run_1/route_heat.png
Scale bar: 10 um. The die is cut into 8 by 10 equal tiles; white is low, dark blue is high, scaled to the fullest tile. Values are wire area over tile area, all layers added.
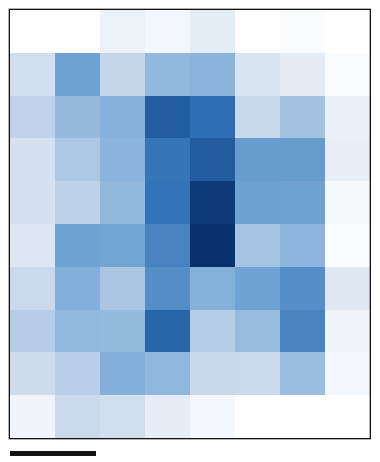
run_1/m3.png
Cells faint in the background.
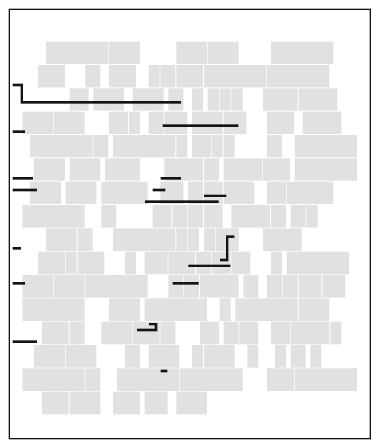
run_1/clock_nets.png
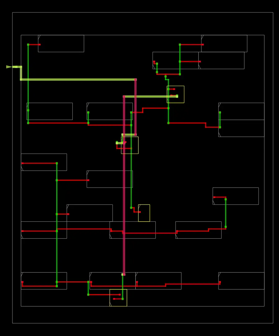
run_1/layers.png
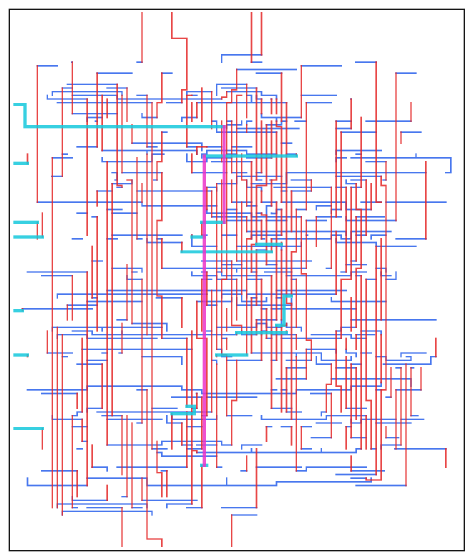
$ cat src/rtl/usart_tx_if.sv
// Byte handshake between the sync_fifo output side and the USART transmitter.
// master = byte source (FIFO), slave = usart_tx.
`timescale 1ns/1ps
interface usart_tx_if;
  logic       in_valid;
  logic       in_ready;
  logic [7:0] in_data;

  modport master (
    output in_valid,
    output in_data,
    input  in_ready
  );

  modport slave (
    input  in_valid,
    input  in_data,
    output in_ready
  );
endinterface

$ cat src/rtl/usart_tx.sv
// USART transmitter: pops bytes over a valid/ready handshake and sends 8N1 frames.
// Optional even parity bit between D7 and stop when USART_TX_PARITY_EN is defined.
`timescale 1ns/1ps
module usart_tx #(
  parameter int unsigned CLOCKS_PER_BIT = 16
) (
  input  logic        comm_clock,
  input  logic        reset,
  usart_tx_if.slave   bus,
  output logic        tx,
  output logic        busy
);

  localparam int unsigned CntW = (CLOCKS_PER_BIT > 1) ? $clog2(CLOCKS_PER_BIT) : 1;
  localparam logic [CntW-1:0] CntLoad = CntW'(CLOCKS_PER_BIT - 1);

  typedef enum logic [2:0] {
    StIdle,
    StStart,
    StData,
`ifdef USART_TX_PARITY_EN
    StParity,
`endif
    StStop
  } state_e;

  state_e          state_q, state_d;
  logic [CntW-1:0] cnt_q, cnt_d;
  logic [2:0]      idx_q, idx_d;
  logic [7:0]      shreg_q, shreg_d;
  logic            tx_q, tx_d;
  logic            busy_q, busy_d;
  logic            accept;
  logic            bit_end;
`ifdef USART_TX_PARITY_EN
  logic            parity_q, parity_d;
`endif

  // Combinational so the FIFO can pop in the same cycle it presents data.
  assign accept       = (state_q == StIdle) && !reset;
  assign bus.in_ready = accept;
  assign bit_end      = (cnt_q == '0);
  assign tx           = tx_q;
  assign busy         = busy_q;

  always_comb begin
    state_d = state_q;
    cnt_d   = cnt_q;
    idx_d   = idx_q;
    shreg_d = shreg_q;
    tx_d    = tx_q;
    busy_d  = busy_q;
`ifdef USART_TX_PARITY_EN
    parity_d = parity_q;
`endif

    unique case (state_q)
      StIdle: begin
        tx_d   = 1'b1;
        busy_d = 1'b0;
        if (bus.in_valid && accept) begin
          state_d = StStart;
          cnt_d   = CntLoad;
          idx_d   = 3'd0;
          shreg_d = bus.in_data;
          tx_d    = 1'b0;
          busy_d  = 1'b1;
`ifdef USART_TX_PARITY_EN
          parity_d = ^bus.in_data;
`endif
        end
      end

      StStart: begin
        if (bit_end) begin
          state_d = StData;
          cnt_d   = CntLoad;
          idx_d   = 3'd0;
          tx_d    = shreg_q[0];
        end else begin
          cnt_d = cnt_q - CntW'(1);
        end
      end

      StData: begin
        if (!bit_end) begin
          cnt_d = cnt_q - CntW'(1);
        end else if (idx_q == 3'd7) begin
          cnt_d = CntLoad;
`ifdef USART_TX_PARITY_EN
          state_d = StParity;
          tx_d    = parity_q;
`else
          state_d = StStop;
          tx_d    = 1'b1;
`endif
        end else begin
          // Next bit to drive is shreg_q[1], which becomes bit 0 after the shift.
          cnt_d   = CntLoad;
          idx_d   = idx_q + 3'd1;
          shreg_d = {1'b0, shreg_q[7:1]};
          tx_d    = shreg_q[1];
        end
      end

`ifdef USART_TX_PARITY_EN
      StParity: begin
        if (bit_end) begin
          state_d = StStop;
          cnt_d   = CntLoad;
          tx_d    = 1'b1;
        end else begin
          cnt_d = cnt_q - CntW'(1);
        end
      end
`endif

      StStop: begin
        if (bit_end) begin
          state_d = StIdle;
          tx_d    = 1'b1;
          busy_d  = 1'b0;
        end else begin
          cnt_d = cnt_q - CntW'(1);
        end
      end

      default: begin
        state_d = StIdle;
        tx_d    = 1'b1;
        busy_d  = 1'b0;
      end
    endcase
  end

  always_ff @(posedge comm_clock) begin
    if (reset) begin
      state_q <= StIdle;
      cnt_q   <= '0;
      idx_q   <= 3'd0;
      shreg_q <= 8'h00;
      tx_q    <= 1'b1;
      busy_q  <= 1'b0;
`ifdef USART_TX_PARITY_EN
      parity_q <= 1'b0;
`endif
    end else begin
      state_q <= state_d;
      cnt_q   <= cnt_d;
      idx_q   <= idx_d;
      shreg_q <= shreg_d;
      tx_q    <= tx_d;
      busy_q  <= busy_d;
`ifdef USART_TX_PARITY_EN
      parity_q <= parity_d;
`endif
    end
  end

endmodule

$ cat src/flat_wrapper.sv
// flat-port wrapper written by rule: the top's interface ports become plain ports
module usart_tx_flat 
#(
  parameter int unsigned CLOCKS_PER_BIT = 16
)
  (comm_clock, reset, tx, busy, bus_in_valid, bus_in_data, bus_in_ready);
  usart_tx_if bus_i ();
  input  logic comm_clock;
  input  logic reset;
  output logic tx;
  output logic busy;
  input wire logic [$bits(bus_i.in_valid)-1:0] bus_in_valid;
  input wire logic [$bits(bus_i.in_data)-1:0] bus_in_data;
  output wire logic [$bits(bus_i.in_ready)-1:0] bus_in_ready;
  assign bus_i.in_valid = bus_in_valid;
  assign bus_i.in_data = bus_in_data;
  assign bus_in_ready = bus_i.in_ready;
  usart_tx #(.CLOCKS_PER_BIT(CLOCKS_PER_BIT)) u_core (.comm_clock(comm_clock), .reset(reset), .bus(bus_i), .tx(tx), .busy(busy));
endmodule
$ cat config.mk
export PLATFORM = sky130hd
export DESIGN_NAME = usart_tx_flat
export DESIGN_NICKNAME = d
export VERILOG_FILES = /design/src/rtl/usart_tx_if.sv /design/src/rtl/usart_tx.sv /design/src/flat_wrapper.sv
export SDC_FILE = /design/constraint.sdc
export NUM_CORES = 1
export LEC_CHECK = 0
export CORE_ASPECT_RATIO = 1.2
export CORE_UTILIZATION = 57
export DETAILED_ROUTE_END_ITERATION = 10
export GPL_TIMING_DRIVEN = 0
export PLACE_DENSITY = 0.82
export SLEW_MARGIN = 10
export SYNTH_ARGS = -nofsm -noshare
export SYNTH_HDL_FRONTEND = slang
export SYNTH_SLANG_ARGS = --single-unit
$ cat constraint.sdc
create_clock -name comm_clock -period 2.8 [get_ports comm_clock]
set_input_delay 0.56 -clock comm_clock [delete_from_list [all_inputs] [get_ports comm_clock]]
set_output_delay 0.56 -clock comm_clock [all_outputs]
set_load 0.05 [all_outputs]
==> flow_summary.json, run 1 <==
{
  "outcome": "finished clean",
  "lay_top_count": "dfxtp_1",
  "setup_ws_ns": 0.228,
  "postCtsSetupBuffers": 0,
  "largest_register_ffs": 8,
  "cts_tree": "done",
  "worst_ep_required_time_ns": 2.24,
  "worst-r2r-setup-slack_ns": 0.87,
  "clock_power_share_pct": 10.0,
  "ys.flops": 19,
  "r2r_end": "u_core.shreg_q[7]",
  "core-area_mm2": 0.00170,
  "ys_sh_mux_pct": 10.7,
  "regMostFlops": "u_core.shreg_q",
  "final_antenna_net_count": 0,
  "cts_hold_buf": 0,
  "vias_per_cell": 6.37,
  "final_area_mm2": 0.00127,
  "slowest_delay_ns": 0.52,
  "power.internal_uw": 816,
  "grt_first_pass_wirelength_um": 4260,
  "clockRootBuffer": "clkbuf_4",
  "critPathCapture": "bus_in_ready",
  "yosys_area_mm2": 0.00109,
  "syn_area_per_cell_um2": 9.07,
  "wl_met1_um": 1050,
  "comb_power_share_pct": 59.2,
  "yosys_cells": 120,
  "edf_count": 0
}
-- route_heat.png (at the start) --
emptiest ninth of the die: top right
tiles over half the peak: 25%
fullest tile: 0.54
nearly empty tiles: 8.7%
densest ninth of the die: middle
vias: 988
routed len/inst: 15.7 um

-- m3.png (at the start) --
wire length on this layer: 68.9 um
longest straight run: 18.4 um
share of all routed wire: 2.8%
Routed WL: 2430 um
Global Route met3 Usage: 3.30%

-- clock_nets.png (at the start) --
clock sinks: 19
Clk. pwr: 154 uW
Flops: 19

-- layers.png (at the start) --
legend:
  magenta:
    layer: M4
    wire_length: 37.4 um
  blue:
    layer: M1
    wire_length: 1,050 um
  cyan:
    layer: M3
    wire_length: 68.9 um
  red:
    layer: M2
    wire_length: 1,270 um
Tot GR Track Use: 26.5%

--- run 2 (diff from run 1) ---
==> constraint.sdc (replaced) <==
create_clock -name comm_clock -period 2.8 [get_ports comm_clock]
set_input_delay 0.84 -clock comm_clock [delete_from_list [all_inputs] [get_ports comm_clock]]
set_output_delay 0.84 -clock comm_clock [all_outputs]
set_load 0.05 [all_outputs]
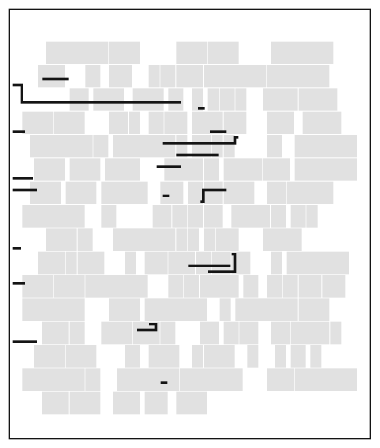
run_2/m3.png
Cells faint in the background.
nets with wire on the layer: 13
longest straight run: 18.4 um
wire length on this layer: 70.3 um
share of all routed wire: 2.9%
vias: 991
Routed WL: 2440 um

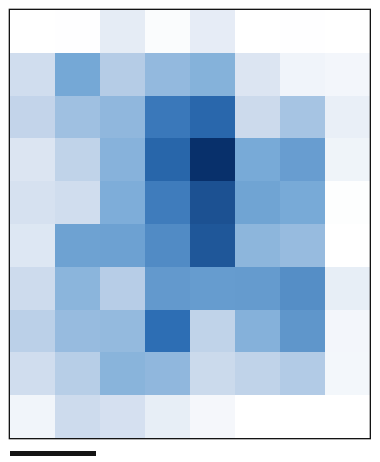
run_2/route_heat.png
Scale bar: 10 um. The die is cut into 8 by 10 equal tiles; white is low, dark blue is high, scaled to the fullest tile. Values are wire area over tile area, all layers added.
emptiest ninth of the die: top right
fullest tile: 0.56
densest ninth of the die: middle
mean over tiles: 0.18
nearly empty tiles: 13%
routed len/inst: 15.7 um
Tot GR Track Use: 26.6%

==> run 2 against run 1 <==
Against the previous run: wire length grew 0.29%; die size unchanged; maximum frequency down 5.9%; total power rose by 0.16%; sequential cell count unchanged; clock skew decreased by 0.0012 ns; sequential share of layout area stayed put; critical path type unchanged; highest routed layer unchanged.
==> flow_summary.json, run 2 <==
{
  "outcome": "finished clean",
  "cap_violations": 0,
  "cts.sinks": 19,
  "clock_power_share_pct": 10.0,
  "r2r_end": "u_core.shreg_q[1]",
  "ys.flops": 19,
  "cts_tree": "done",
  "core-area_mm2": 0.00170,
  "cts_hold_buf": 0,
  "vias_per_cell": 6.39,
  "setup_ws_ns": 0.0679,
  "clockRootBuffer": "clkbuf_4",
  "power.internal_uw": 818,
  "postCtsSetupBuffers": 0,
  "largest_register_ffs": 8,
  "ys_sh_mux_pct": 10.7,
  "grt_first_pass_wirelength_um": 4270,
  "edf_count": 0,
  "most_common_cell": "dfxtp_1",
  "final_cells": 155,
  "yosys_area_mm2": 0.00109,
  "final_antenna_net_count": 0,
  "flops": 19,
  "lay_top_count": "dfxtp_1",
  "critPathLaunch": "reset",
  "worst_ep_required_time_ns": 1.96,
  "regMostFlops": "u_core.shreg_q",
  "worst-r2r-setup-slack_ns": 0.87,
  "comb_power_share_pct": 59.3
}
--- run 3 (diff from run 2) ---
--- a/config.mk
+++ b/config.mk
@@ -6,6 +6,7 @@
 export NUM_CORES = 1
 export LEC_CHECK = 0
 export CORE_ASPECT_RATIO = 1.2
+export CORE_MARGIN = 2
 export CORE_UTILIZATION = 57
 export DETAILED_ROUTE_END_ITERATION = 10
 export GPL_TIMING_DRIVEN = 0
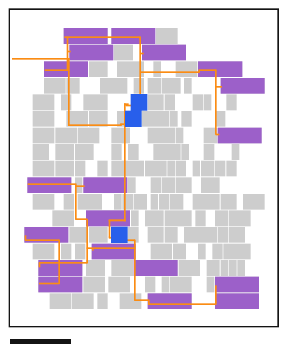
run_3/clock_wires.png
Scale bar: 10 um.
legend:
  purple:
    item: flip-flops
    count: 19
  orange:
    item: clock wires
    length: 206 um
  blue:
    item: clock-net drivers
    count: 3
routed clock nets: 4
final clock skew: 0.0107 ns
power share of the clock group: 9.0%
Latency at later pin: 0.30 ns
Clk. pwr: 136 uW

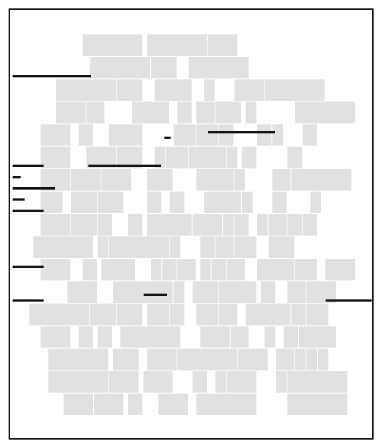
run_3/m3.png
Cells faint in the background.
Routed WL: 2360 um
Global Route met3 Usage: 2.08%
vias: 1,011

==> run 3 against run 2 <==
Against the previous run: clock power fell by about 10%; critical endpoint unchanged; utilization is 5.0 points lower; sequential share of layout area is 0.089 points lower; setup slack lost 0.041 ns; largest cell class unchanged; cell count rose by 0.65%; hold slack lost 0.00055 ns; total power decreased by 1.5%; register-to-register slack better by 0.04 ns; combinational power fell by 0.8%; first-iteration DRC count decreased by 24%.
==> flow_summary.json, run 3 <==
{
  "grt_first_pass_wirelength_um": 3880,
  "final_cells": 156,
  "wl_per_cell_um": 15.1,
  "final_antenna_net_count": 0,
  "critPathLaunch": "reset",
  "ys.flops": 19,
  "comb_power_share_pct": 59.7,
  "yosys_cells": 120,
  "clockRootBuffer": "clkbuf_4",
  "cts_hold_buf": 0,
  "xor_share_pct": 0,
  "most_common_cell": "dfxtp_1",
  "r2r_end": "u_core.shreg_q[1]",
  "worst_ep_required_time_ns": 1.96,
  "power.internal_uw": 819,
  "core-area_mm2": 0.00183,
  "edf_count": 0,
  "slowest_delay_ns": 0.46,
  "yosys_area_mm2": 0.00109,
  "vias_per_cell": 6.48,
  "syn_area_per_cell_um2": 9.07,
  "async_flop_share_pct": 0,
  "postCtsSetupBuffers": 0,
  "area_leaders": "dfxtp_1 35%, a21oi_1 8.3%, mux2i_1 8.3%",
  "flops": 19,
  "largest_register_ffs": 8,
  "cts_buffers": 3,
  "grt_usage_pct": 22.3,
  "cap_violations": 0,
  "synth_nets": 138,
  "seqCellArea_um2": 380,
  "lay_top_count": "dfxtp_1",
  "setup_ws_ns": 0.0272,
  "ys_sh_mux_pct": 10.7,
  "worst-r2r-setup-slack_ns": 0.91,
  "wl_met1_um": 960,
  "final_area_mm2": 0.00127,
  "outcome": "finished clean",
  "buf_share_pct": 12.6,
  "cts_tree": "done",
  "p_leak_uw": 0.000510,
  "critPathCapture": "bus_in_ready",
  "regMostFlops": "u_core.shreg_q"
}
Power figures rest on the tool's default switching activity, not on a simulated workload.
